<file path="src/rtl/countdown_pkg.sv">
// Shared types and constants for the BCD mm:ss countdown timer.
package countdown_pkg;

    typedef enum logic [1:0] {IDLE, RUN, PAUSED, EXPIRED} state_t;

    localparam int BCD_MAX       = 9;
    localparam int SEC_TENS_WRAP = 5;

    typedef struct packed {
        logic [3:0] m10;
        logic [3:0] m1;
        logic [2:0] s10;
        logic [3:0] s1;
    } mmss_t;

    function automatic logic [3:0] clamp_digit(input logic [3:0] v, input logic [3:0] lim);
        return (v > lim) ? lim : v;
    endfunction

endpackage

</file>
<file path="src/rtl/countdown_timer_digit.sv">
// One BCD down-counting digit: parallel load, decrement with wrap, borrow out.
module bcd_down_digit #(
    parameter int W    = 4,
    parameter int WRAP = 9
) (
    input  logic         clk_i,
    input  logic         rst_i,
    input  logic         load_i,
    input  logic [W-1:0] load_val_i,
    input  logic         dec_en_i,
    output logic [W-1:0] digit_o,
    output logic         is_zero_o,
    output logic         borrow_o
);

    logic [W-1:0] digit_q, digit_d;

    assign is_zero_o = (digit_q == '0);
    assign borrow_o  = dec_en_i & is_zero_o;
    assign digit_o   = digit_q;

    always_comb begin
        digit_d = digit_q;
        if (load_i)
            digit_d = load_val_i;
        else if (dec_en_i)
            digit_d = is_zero_o ? W'(WRAP) : digit_q - W'(1);
    end

    always_ff @(posedge clk_i) begin
        if (rst_i) digit_q <= '0;
        else       digit_q <= digit_d;
    end

endmodule

</file>
<file path="src/rtl/countdown_timer.sv">
// BCD mm:ss countdown timer with load/start/pause control and a done pulse.
// Optional AUTO_RELOAD_EN: on expiry, reload from the preset and keep running.
module countdown_timer #(
    parameter int MIN_TENS_MAX  = 9,
    parameter int SEC_TENS_WRAP = countdown_pkg::SEC_TENS_WRAP
) (
    input  logic       clk,
    input  logic       rst,
    input  logic       tick_1hz,
    input  logic       load,
    input  logic [3:0] pre_min_10,
    input  logic [3:0] pre_min_1,
    input  logic [2:0] pre_sec_10,
    input  logic [3:0] pre_sec_1,
    input  logic       start,
    input  logic       pause,
    output logic [3:0] min_10,
    output logic [3:0] min_1,
    output logic [2:0] sec_10,
    output logic [3:0] sec_1,
    output logic       running,
    output logic       done,
    output logic       expired
);
    import countdown_pkg::*;

    localparam logic [3:0] M10_LIM = 4'(MIN_TENS_MAX);
    localparam logic [3:0] S10_LIM = 4'(SEC_TENS_WRAP);
    localparam logic [3:0] BCD_LIM = 4'(BCD_MAX);

    state_t state_q, state_d;
    logic   done_q, done_d;
    logic   dec_en, reload, dig_load;
    logic   z_m10, z_m1, z_s10, z_s1;
    logic   b_s1, b_s10, b_m1, unused_borrow;
    logic   count_zero, at_one, preset_zero;
    mmss_t  ld_val, dig_val;

    assign ld_val.m10 = clamp_digit(pre_min_10, M10_LIM);
    assign ld_val.m1  = clamp_digit(pre_min_1, BCD_LIM);
    assign ld_val.s10 = 3'(clamp_digit({1'b0, pre_sec_10}, S10_LIM));
    assign ld_val.s1  = clamp_digit(pre_sec_1, BCD_LIM);

`ifdef AUTO_RELOAD_EN
    mmss_t preset_q;

    always_ff @(posedge clk) begin
        if (rst)       preset_q <= '0;
        else if (load) preset_q <= ld_val;
    end

    assign preset_zero = (preset_q == '0);
    assign dig_val     = load ? ld_val : preset_q;
`else
    assign preset_zero = 1'b1;
    assign dig_val     = ld_val;
`endif

    assign dig_load   = load | reload;
    assign count_zero = z_m10 & z_m1 & z_s10 & z_s1;
    assign at_one     = z_m10 & z_m1 & z_s10 & (sec_1 == 4'd1);

    always_comb begin
        state_d = state_q;
        done_d  = 1'b0;
        dec_en  = 1'b0;
        reload  = 1'b0;
        if (load) begin
            state_d = IDLE;
        end else begin
            unique case (state_q)
                IDLE:    if (start && !pause && !count_zero) state_d = RUN;
                RUN: begin
                    if (pause) begin
                        state_d = PAUSED;
                    end else if (tick_1hz && !count_zero) begin
                        if (at_one) begin
                            done_d = 1'b1;
                            // Reloading a zero preset would spin forever; expire instead.
                            if (preset_zero) begin
                                dec_en  = 1'b1;
                                state_d = EXPIRED;
                            end else begin
                                reload = 1'b1;
                            end
                        end else begin
                            dec_en = 1'b1;
                        end
                    end
                end
                PAUSED:  if (start && !pause) state_d = RUN;
                EXPIRED: state_d = EXPIRED;
                default: state_d = IDLE;
            endcase
        end
    end

    always_ff @(posedge clk) begin
        if (rst) begin
            state_q <= IDLE;
            done_q  <= 1'b0;
        end else begin
            state_q <= state_d;
            done_q  <= done_d;
        end
    end

    assign running = (state_q == RUN);
    assign expired = (state_q == EXPIRED);
    assign done    = done_q;

    bcd_down_digit #(.W(4), .WRAP(BCD_MAX)) u_sec_1 (
        .clk_i(clk), .rst_i(rst), .load_i(dig_load), .load_val_i(dig_val.s1),
        .dec_en_i(dec_en), .digit_o(sec_1), .is_zero_o(z_s1), .borrow_o(b_s1)
    );

    bcd_down_digit #(.W(3), .WRAP(SEC_TENS_WRAP)) u_sec_10 (
        .clk_i(clk), .rst_i(rst), .load_i(dig_load), .load_val_i(dig_val.s10),
        .dec_en_i(b_s1), .digit_o(sec_10), .is_zero_o(z_s10), .borrow_o(b_s10)
    );

    bcd_down_digit #(.W(4), .WRAP(BCD_MAX)) u_min_1 (
        .clk_i(clk), .rst_i(rst), .load_i(dig_load), .load_val_i(dig_val.m1),
        .dec_en_i(b_s10), .digit_o(min_1), .is_zero_o(z_m1), .borrow_o(b_m1)
    );

    // Never borrows: the count is not decremented below 00:00.
    bcd_down_digit #(.W(4), .WRAP(MIN_TENS_MAX)) u_min_10 (
        .clk_i(clk), .rst_i(rst), .load_i(dig_load), .load_val_i(dig_val.m10),
        .dec_en_i(b_m1), .digit_o(min_10), .is_zero_o(z_m10), .borrow_o(unused_borrow)
    );

endmodule

</file>
<file path="config.mk">
export PLATFORM = sky130hd
export DESIGN_NAME = countdown_timer
export DESIGN_NICKNAME = d
export VERILOG_FILES = /design/src/rtl/countdown_pkg.sv /design/src/rtl/countdown_timer_digit.sv /design/src/rtl/countdown_timer.sv
export SDC_FILE = /design/constraint.sdc
export NUM_CORES = 1
export LEC_CHECK = 0
export CAP_MARGIN = 20
export CELL_PAD_IN_SITES_DETAIL_PLACEMENT = 0
export CELL_PAD_IN_SITES_GLOBAL_PLACEMENT = 1
export CORE_MARGIN = 2
export CORE_UTILIZATION = 35
export CTS_CLUSTER_SIZE = 20
export DETAILED_ROUTE_END_ITERATION = 16
export GPL_ROUTABILITY_DRIVEN = 0
export GPL_TIMING_DRIVEN = 0
export HOLD_SLACK_MARGIN = 0.06
export PLACE_DENSITY_LB_ADDON = 0.1
export SLEW_MARGIN = 40
export SYNTH_ARGS = -nofsm -noshare
export SYNTH_HDL_FRONTEND = slang
export SYNTH_SLANG_ARGS = --single-unit
export TNS_END_PERCENT = 10
</file>
<file path="constraint.sdc">
create_clock -name clk -period 3.4 [get_ports clk]
set_clock_uncertainty 0.2 [all_clocks]
set_input_delay 0.68 -clock clk [delete_from_list [all_inputs] [get_ports clk]]
set_output_delay 0.68 -clock clk [all_outputs]
set_load 0.01 [all_outputs]
</file>
**M1 wires**

(6 px per um) Supply wires on this layer in grey.
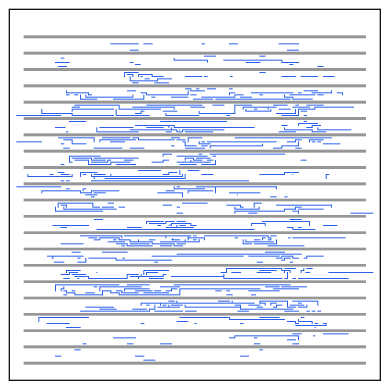
The longest straight run is 26.2 um. The wires run mostly horizontal.

**Met2 routing**

(4 px per um)
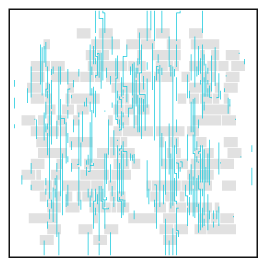
The layer holds 47% of the routed length. The wires run mostly vertical. The layer carries 1490 um of wire. 175 nets have wire on it.
DR vias: 1267
met2 Use GR: 30.4%

**M3 wires**

(6 px per um)
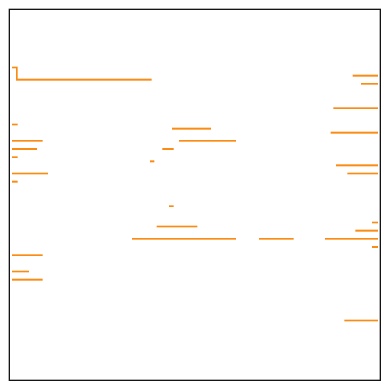
25 nets have wire on it. The layer carries 152 um of wire.
final WL: 3190 um
met3 Usage GRT: 2.73%

**I/O pins on the die edge**

(6 px per um) Pins as bars across the die edge, other pins in grey.
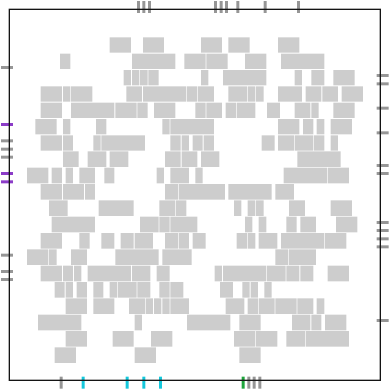
Key: load = green [pins 1, direction input, edge bottom]; sec_10 = purple [pins 3, direction output, edge left]; min_1 = cyan [pins 4, direction output, edge bottom]
All pins by edge: 11 right, 10 left, 9 bottom, 9 top.

**Cell outlines without signal wires**

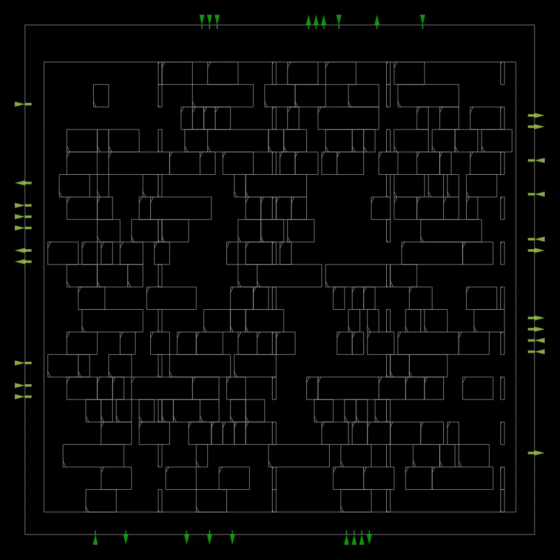
core box area: 3100 sq um
Flops: 18
Seq/total area: 22.2%

==> results_dict.tcl <==
# yosys + openroad results
set metrics [dict create \
    numCtsBuffers 3 \
    worst-path-max-fanout 8 \
    power_density_nw_per_um2 321 \
    hold-worst-slack_ps 350 \
    layout_min_cycle_time_ps 2460 \
    top_area_share_pct 31.0 \
    crit_type "input port to flop" \
    setup_ws_ps 942 \
    fin_cells 230 \
    clock_latency_ps 300 \
    outcome "completed" \
    path_clk_slew_ps 110 \
    firstDrtPassIters 4 \
    io_pins 39 \
    fin_tns_setup_ps 0 \
    setup_viol 0 \
    worstPathArrival_ps 2480 \
    fp-utilization_pct 37.4 \
    edf_count 0 \
    routedLengthMet1_um 1520 \
    wl_met2_um 1490 \
    path_cells "clkdlybuf4s50_1 > nor4bb_1 > buf_4 > nand4_2 > or3_1 > a311oi_1" \
    hold_class "flop to flop" \
    final_cell_mix "clkdlybuf4s50_1 (37), dfxtp_1 (18), nor2_1 (12), nand2_1 (12), nand3_1 (8)" \
    cts_buffer_depth 2 \
    antenna_cells 0 \
    power_leakage_nw 0.590 \
    power.switching_w 0.000160 \
    ys_cells 145 \
    postCtsSetupBuffers 0 \
    cts_resized 0 \
    hold_viol 0 \
    yosysSeqAreaShare_pct 31.0 \
]
## cell usage after synthesis (2+ instances only)
cell type,count
a311oi_1,4
nor4b_1,2
nand2_1,12
a21oi_1,7
o211ai_1,2
or2_2,2
mux2i_1,3
and2_1,3
or4_1,3
or3_1,3
o21ai_0,7
clkbuf_1,6
o311a_1,2
nand3_1,8
nor4bb_1,2
nand4_1,2
inv_1,7
a211oi_1,2
a221oi_1,3
o21a_1,3
nor3_1,6
nor2_1,12
a211o_1,3
dfxtp_1,18
nor4_1,2
## area by class of cell
cell class | count | share of cell area, %
multi-input combinational | 112 | 45.6
tap | 44 | 3.39
buffer | 8 | 2.16
sequential | 18 | 22.2
timing repair buffer | 37 | 22.8
clock buffer | 4 | 2.24
inverter | 7 | 1.62
## worst paths after layout
check | startpoint | to | cells after the start
worst max-delay path | tick_1hz | u_min_1.digit_o[3] | 6
worst min-delay path | u_min_1.digit_o[1] | u_min_1.digit_o[1] | 2
worst max register to register | u_min_10.digit_o[0] | u_min_1.digit_o[1] | 4
worst min register to register | u_min_1.digit_o[1] | u_min_1.digit_o[1] | 2
## per-layer routing
metal	global-route usage, %	vias up
li1	-	638
met1	22.9	591
met2	30.4	33
met3	2.73	5
met4	4.26	0
met5	0	-
## power by group through the flow
stage,clock (W),sequential [W],combinational (W)
after floorplan,0,0.000249,0.0000673
after global placement,0,0.000247,0.000134
after detailed placement,0,0.000247,0.000136
after CTS,0.000144,0.000243,0.000136
after global routing,0.000150,0.000245,0.000149
final,0.000141,0.000243,0.000136
## cells by family (layout without fill, tap and decap cells)
group / Yosys count / in the layout / share of synthesized area [%]
simple gates: 70 / 70 / 37.1
flops: 18 / 18 / 31.0
buf+inv: 15 / 56 / 5.28
mux: 3 / 3 / 2.59
compound gates: 39 / 39 / 24.0
No activity file was given, so power comes from the tool's default toggle rates.
